Run 1, register map, names as in the netlist:
(2 px per um) Other sequential cells in the stronger gray, the rest of the logic in the fainter gray.
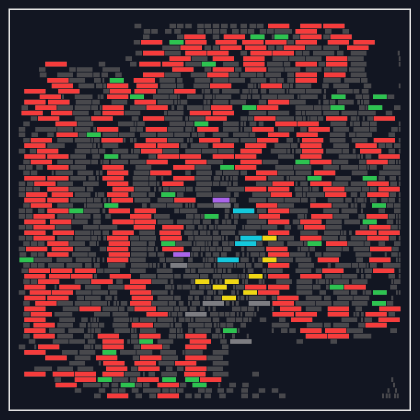
Run 1, metal 2:
(1.5 px per um) Cells faint in the background.
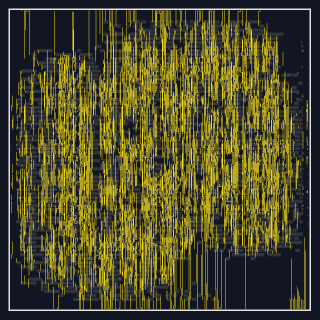
Run 1, routing congestion map:
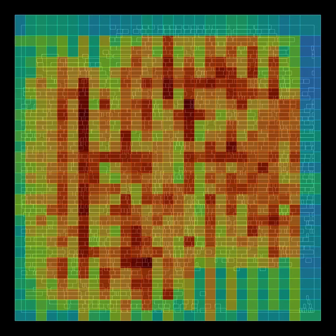
## src/rtl/cdb_arbiter.sv

```systemverilog
// Common data bus producer: per-FU result FIFOs drained onto NUM_LANES registered
// CDB lanes by a round-robin arbiter. Flush discards every pending result.
package cdb_pkg;
  localparam int ROB_IDX_LEN    = 5;
  localparam int NUM_CDB_INPUTS = 2;
  localparam int CDB_DATA_WIDTH = 32;

  typedef struct packed {
    logic                      valid;
    logic [ROB_IDX_LEN-1:0]    ROB_dest;
    logic [CDB_DATA_WIDTH-1:0] data;
  } cdb_lane_t;

  typedef cdb_lane_t [NUM_CDB_INPUTS-1:0] common_data_bus_t;
endpackage

module cdb_arbiter
  import cdb_pkg::*;
#(
  parameter int NUM_FU     = 4,
  parameter int NUM_LANES  = NUM_CDB_INPUTS,
  parameter int FIFO_DEPTH = 2,
  parameter int WIDTH      = CDB_DATA_WIDTH
) (
  input  logic                   clk,
  input  logic                   rst,
  input  logic                   flush_i,
  input  logic [NUM_FU-1:0]      fu_vld_i,
  output logic [NUM_FU-1:0]      fu_rdy_o,
  input  logic [ROB_IDX_LEN-1:0] fu_rob_idx_i [NUM_FU],
  input  logic [WIDTH-1:0]       fu_data_i    [NUM_FU],
  output common_data_bus_t       cdb_o
);

  localparam int PW = (FIFO_DEPTH > 1) ? $clog2(FIFO_DEPTH) : 1;
  localparam int CW = $clog2(FIFO_DEPTH + 1);
  localparam int RW = (NUM_FU > 1) ? $clog2(NUM_FU) : 1;
  localparam int LW = (NUM_CDB_INPUTS > 1) ? $clog2(NUM_CDB_INPUTS) : 1;

  typedef struct packed {
    logic [ROB_IDX_LEN-1:0] idx;
    logic [WIDTH-1:0]       data;
  } entry_t;

  entry_t           mem_q    [NUM_FU][FIFO_DEPTH];
  logic [PW-1:0]    wr_ptr_q [NUM_FU];
  logic [PW-1:0]    rd_ptr_q [NUM_FU];
  logic [CW-1:0]    count_q  [NUM_FU];
  logic [CW-1:0]    count_d  [NUM_FU];
  logic [RW-1:0]    rr_ptr_q, rr_ptr_d;
  common_data_bus_t cdb_q, cdb_d;
  logic [NUM_FU-1:0] push, pop;
  logic [RW-1:0]    scan_fu;
  int               n_grant;

  function automatic logic [PW-1:0] ptr_inc(input logic [PW-1:0] p);
    return (p == PW'(FIFO_DEPTH - 1)) ? '0 : p + PW'(1);
  endfunction

  // Ready depends only on occupancy, so a pop never raises rdy in the same cycle.
  always_comb begin
    for (int k = 0; k < NUM_FU; k++) begin
      fu_rdy_o[k] = !rst && (count_q[k] != CW'(FIFO_DEPTH));
    end
  end

  assign push = fu_vld_i & fu_rdy_o;

  always_comb begin
    pop      = '0;
    cdb_d    = '0;
    rr_ptr_d = rr_ptr_q;
    n_grant  = 0;
    scan_fu  = '0;
    for (int i = 0; i < NUM_FU; i++) begin
      scan_fu = RW'((int'(rr_ptr_q) + i) % NUM_FU);
      if (count_q[scan_fu] != '0 && n_grant < NUM_LANES) begin
        pop[scan_fu]                = 1'b1;
        cdb_d[LW'(n_grant)].valid    = 1'b1;
        cdb_d[LW'(n_grant)].ROB_dest = mem_q[scan_fu][rd_ptr_q[scan_fu]].idx;
        cdb_d[LW'(n_grant)].data     = mem_q[scan_fu][rd_ptr_q[scan_fu]].data;
        n_grant                     = n_grant + 1;
        rr_ptr_d                    = RW'((int'(scan_fu) + 1) % NUM_FU);
      end
    end
  end

  always_comb begin
    for (int k = 0; k < NUM_FU; k++) begin
      count_d[k] = count_q[k] + CW'(push[k]) - CW'(pop[k]);
    end
  end

  always_ff @(posedge clk) begin
    if (rst || flush_i) begin
      for (int k = 0; k < NUM_FU; k++) begin
        count_q[k]  <= '0;
        wr_ptr_q[k] <= '0;
        rd_ptr_q[k] <= '0;
      end
      rr_ptr_q <= '0;
      cdb_q    <= '0;
    end else begin
      for (int k = 0; k < NUM_FU; k++) begin
        count_q[k] <= count_d[k];
        if (push[k]) wr_ptr_q[k] <= ptr_inc(wr_ptr_q[k]);
        if (pop[k])  rd_ptr_q[k] <= ptr_inc(rd_ptr_q[k]);
      end
      rr_ptr_q <= rr_ptr_d;
      cdb_q    <= cdb_d;
    end
  end

  // Storage needs no reset: occupancy alone decides which entries are live.
  always_ff @(posedge clk) begin
    for (int k = 0; k < NUM_FU; k++) begin
      if (push[k] && !flush_i) begin
        mem_q[k][wr_ptr_q[k]] <= '{idx: fu_rob_idx_i[k], data: fu_data_i[k]};
      end
    end
  end

  assign cdb_o = cdb_q;

endmodule

```

## config.mk

```make
export PLATFORM = sky130hd
export DESIGN_NAME = cdb_arbiter
export DESIGN_NICKNAME = d
export VERILOG_FILES = /design/src/rtl/cdb_arbiter.sv
export SDC_FILE = /design/constraint.sdc
export NUM_CORES = 1
export LEC_CHECK = 0
export ABC_CLOCK_PERIOD_IN_PS = 5600
export CAP_MARGIN = 20
export CORE_MARGIN = 4
export CORE_UTILIZATION = 58
export DETAILED_ROUTE_END_ITERATION = 6
export PLACE_DENSITY = 0.88
export SYNTH_ARGS = -nofsm -noshare
export SYNTH_HDL_FRONTEND = slang
export SYNTH_SLANG_ARGS = --single-unit
```

## constraint.sdc

```tcl
create_clock -name clk -period 5.6 [get_ports clk]
set_input_delay 0.56 -clock clk [delete_from_list [all_inputs] [get_ports clk]]
set_output_delay 0.56 -clock clk [all_outputs]
set_load 0.02 [all_outputs]
```

==> results.py, run 1 <==
# Flow results
metrics = {
    "run_status": {
        "outcome": "finished, final reports clean",
    },
    "setup_path": {
        "slowest_stage": "dfxtp_4",
        "setup.worst_path.end": "count_q[1][1]$_SDFF_PP0_",
        "start_kind": "register",
        "required_ns": 6.00,
        "crit_chain": "inv_1, ha_4, mux4_2, ha_1, nor2_1, inv_1, fa_1, and2_1, a221oi_1, inv_1, ha_1, inv_1, ha_1, xor2_1, xnor2_1, nor2_1",
        "worst-path-stages": 16,
        "ff2ff_path_depth": 16,
        "rr_startpoint": "rr_ptr_q[1]$_SDFFE_PP0N_",
        "cp_max_fo": 26,
        "crit_top_cell": "inv_1",
    },
    "final_timing": {
        "fin_ws_ns": 0.9220,
        "min_period_over_period": 0.8354,
        "holdWs_ns": 0.5798,
        "drv_slew": 0,
        "timing_hold_violations_final": 0,
        "relSlewSlack": 0.1093,
    },
    "logic_synthesis": {
        "ys_chip_area_mm2": 0.02133,
        "syn_area_per_cell_um2": 16.78,
        "synth_area_mm2": 0.02133,
        "top_cells_by_count": "edfxtp_1, mux4_2, mux2i_1, buf_2, dfxtp_1",
        "netlist.area_leader.share": 0.4281,
        "ys_sh_adder": 0.01091,
        "yosys_warnings": 0,
        "synth_cell_types": 51,
        "synth_seq_share": 0.4750,
        "synth-async-reset-ratio": 0,
        "top_logic_kind": "multiplexers",
        "compound_area_frac": 0.03338,
        "postSynthCellCount": 1271,
    },
    "routing": {
        "drc": 0,
        "top_layer_used": "met4",
        "wl_met3_mm": 7.214,
        "drtAntennaViolNets": 0,
        "wl_per_cell_um": 30.63,
        "vias": 14060,
        "first_pass_iters": 5,
    },
    "floorplan": {
        "core_util_floorplan": 0.5938,
        "taps": 461,
    },
    "placed_design": {
        "pre_cts_slack_ns": 1.047,
        "io_buffer_count": 196,
        "dp_hpwl_mm": 35.20,
        "gp_congestion": 0.8922,
    },
    "global_routing": {
        "grt_pass1_vias": 14670,
        "grt_use_met2": 0.4928,
        "antenna_found_initial": 0,
        "met1_usage": 0.3717,
        "grt_util_all_layers": 0.2936,
        "grt_overflow_total": 0,
    },
    "clock_tree": {
        "clk_pin_slew_worst_paths_ns": 0.06,
        "clock_latency_ns": 0.54,
    },
    "flow_run": {
        "cap_violations": 0,
        "warnings": 35,
    },
    "pwr": {
        "clockPowerShare": 0.247,
        "seq_power_share": 0.325,
        "power_density_mw_per_mm2": 416.7,
        "power.net_switching_mw": 3.666,
    },
    "finish": {
        "n_antenna_cell": 0,
        "layout.nonclk_buf_frac": 0.09222,
        "seq-cell-share": 0.4101,
        "final_cells": 1916,
        "comb_share": 0.4209,
        "layout-drive-gt1-share": 0.3168,
        "n_all_buffers": 231,
        "postLayoutCellArea_mm2": 0.02474,
        "fin_nets": 1599,
    },
    "worst_hold_path": {
        "worstHoldStart": "count_q[1][1]$_SDFF_PP0_",
    },
}
Notes on 'register map, names as in the netlist' above:
legend:
  rd_ptr_q:
    color: cyan
    flops: 4
    where: center
  rr_ptr_q:
    color: purple
    flops: 2
  cdb_o:
    color: green
    flops: 38
    where: widely spread
  mem_q:
    color: red
    flops: 296
    where: widely spread
  count_q:
    color: yellow
    flops: 8

Notes on 'metal 2' above:
main direction: vertical
longest straight run: 71.1 um
share of all routed wire: 50%

Notes on 'routing congestion map' above:
met3 Usage GRT: 0.07200
GR peak layer: met2

## run 1: registers in the layout, summed over array words and instances, names as in the netlist, named ones only
register	count
rr_ptr_q	2
mem_q	296
cdb_o	38
wr_ptr_q	4
count_q	8
rd_ptr_q	4
## run 1: cells by family after synthesis
| kind of cell | count (synthesis) |
|---|---|
| buffers and inverters | 172 |
| AOI/OAI and AO/OA | 95 |
| muxes | 454 |
| and+or+nand+nor | 169 |
| xor gates and xnor gates | 8 |
| adders and majority gates | 18 |
| other | 1 |
| DFF | 354 |
## run 1: power by group through the flow
stage	Clock (mW)	Combinational [mW]	Sequential (mW)
floorplan	0	3.02	3.46
global placement	0	4.21	3.38
detailed placement	0	4.31	3.39
CTS	2.57	4.34	3.34
global route	2.68	4.63	3.37
finish	2.54	4.42	3.35
==> run 2, diff against run 1 <==
--- a/config.mk
+++ b/config.mk
@@ -5,7 +5,7 @@
 export SDC_FILE = /design/constraint.sdc
 export NUM_CORES = 1
 export LEC_CHECK = 0
-export ABC_CLOCK_PERIOD_IN_PS = 5600
+export ABC_CLOCK_PERIOD_IN_PS = 4600
 export CAP_MARGIN = 20
 export CORE_MARGIN = 4
 export CORE_UTILIZATION = 58
==> constraint.sdc (replaced) <==
create_clock -name clk -period 4.6 [get_ports clk]
set_input_delay 0.46 -clock clk [delete_from_list [all_inputs] [get_ports clk]]
set_output_delay 0.46 -clock clk [all_outputs]
set_load 0.02 [all_outputs]
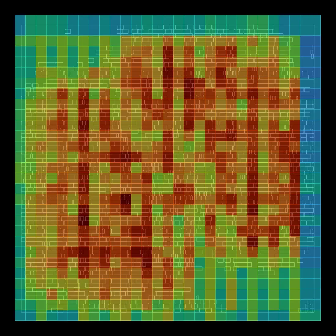
Run 2: routing congestion map
met3 Usage GRT: 0.06663
final core occ: 0.6896
wire per inst: 30.50 um
Total GRT Usage: 0.2933
grt met2 use: 0.4853

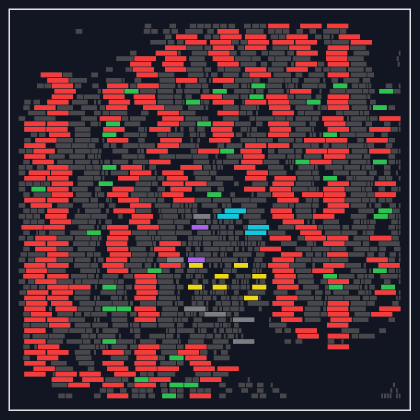
Run 2: register map, names as in the netlist
(2 px per um) Other sequential cells in the stronger gray, the rest of the logic in the fainter gray.
legend:
  count_q:
    color: yellow
    flops: 8
  rr_ptr_q:
    color: purple
    flops: 2
  cdb_o:
    color: green
    flops: 38
    where: widely spread
  rd_ptr_q:
    color: cyan
    flops: 4
    where: center
  mem_q:
    color: red
    flops: 296
    where: widely spread
not colored: 6

==> run 2 against run 1 <==
  * Critical path depth down 1
  * Critical endpoint is now count_q[2][1]$_SDFF_PP0_
  * Largest power group unchanged
  * Final area rose by 0.13%
  * Routed wire length about the same
  * Highest routed layer unchanged
==> results.py, run 2 <==
# Flow results
metrics = {
    "pwr": {
        "clockPowerShare": 0.248,
        "seq_power_share": 0.321,
        "p_clk_mw": 3.12,
        "power_leader": "combinational logic",
        "power.net_switching_mw": 4.497,
        "sequentialPower_mw": 4.04,
        "pg_comb_mw": 5.45,
    },
    "setup_path": {
        "crit_chain": "or2_1, mux4_2, ha_1, nor2_1, inv_1, fa_1, and2_1, a221oi_1, inv_1, ha_1, inv_1, ha_1, xor2_1, xnor2_1, nor2_1",
        "cp_max_fo": 8,
        "slowest_stage": "mux4_2",
        "start_kind": "register",
        "required_ns": 5.04,
    },
    "finish": {
        "n_all_buffers": 234,
        "seq-cell-share": 0.4096,
        "logic_gates": 782,
        "final_cells": 1923,
        "largest_reg_flops": 296,
        "layout-drive-gt1-share": 0.3196,
        "layout.nonclk_buf_frac": 0.09225,
        "n_antenna_cell": 1,
    },
    "global_routing": {
        "met1_usage": 0.3656,
        "antenna_found_initial": 1,
        "grt_pass1_vias": 14710,
        "busiest_layer": "met2",
    },
    "logic_synthesis": {
        "synth_area_mm2": 0.02133,
        "compound_area_frac": 0.03338,
        "syn_area_per_cell_um2": 16.78,
        "top_logic_kind": "multiplexers",
        "postSynthCellCount": 1271,
        "ys_sh_adder": 0.01091,
        "top_cells_by_count": "edfxtp_1, mux4_2, mux2i_1, buf_2, dfxtp_1",
        "netlist.area_leader.share": 0.4281,
        "yosys_warnings": 0,
        "synth_cell_types": 51,
        "ys_chip_area_mm2": 0.02133,
        "synth_seq_share": 0.4750,
        "synth-async-reset-ratio": 0,
    },
    "run_status": {
        "outcome": "finished, final reports clean",
    },
    "final_timing": {
        "relSlewSlack": 0.2885,
        "fin_ws_ns": 0.5142,
        "min_period_over_period": 0.8882,
        "drv_slew": 0,
        "timing_hold_violations_final": 0,
    },
    "routing": {
        "wl_met3_mm": 7.546,
        "drtAntennaViolNets": 0,
        "vias": 14110,
        "top_layer_used": "met4",
        "drc": 0,
    },
    "clock_tree": {
        "clk_pin_slew_worst_paths_ns": 0.06,
        "cts_buffers": 39,
    },
    "placed_design": {
        "gp_congestion": 0.8574,
    },
    "flow_run": {
        "cap_violations": 0,
        "warnings": 39,
    },
    "floorplan": {
        "taps": 461,
    },
}
==> run 2: worst paths after layout <==
path	slack (ns)	depth (start not counted)	from	end
min	0.48	1	fu_rob_idx_i[14]	mem_q[1][36]$_DFFE_PP_
min reg2reg	0.58	2	count_q[1][1]$_SDFF_PP0_	count_q[1][1]$_SDFF_PP0_
max reg2reg	0.51	15	count_q[3][1]$_SDFF_PP0_	count_q[2][1]$_SDFF_PP0_
max	0.51	15	count_q[3][1]$_SDFF_PP0_	count_q[2][1]$_SDFF_PP0_
==> run 2: worst reg2reg max path, delay by kind of cell, from the launching register on <==
kind	cells	cell delay (ns)
adder cells (fa/ha/maj)	4	1.15
AND/OR/NAND/NOR	4	0.93
multiplexers	1	0.60
AND-OR/OR-AND	1	0.39
flip-flops	1	0.34
XOR/XNOR	2	0.30
buffers and inverters	3	0.27
Power and IR drop assume default switching activity.
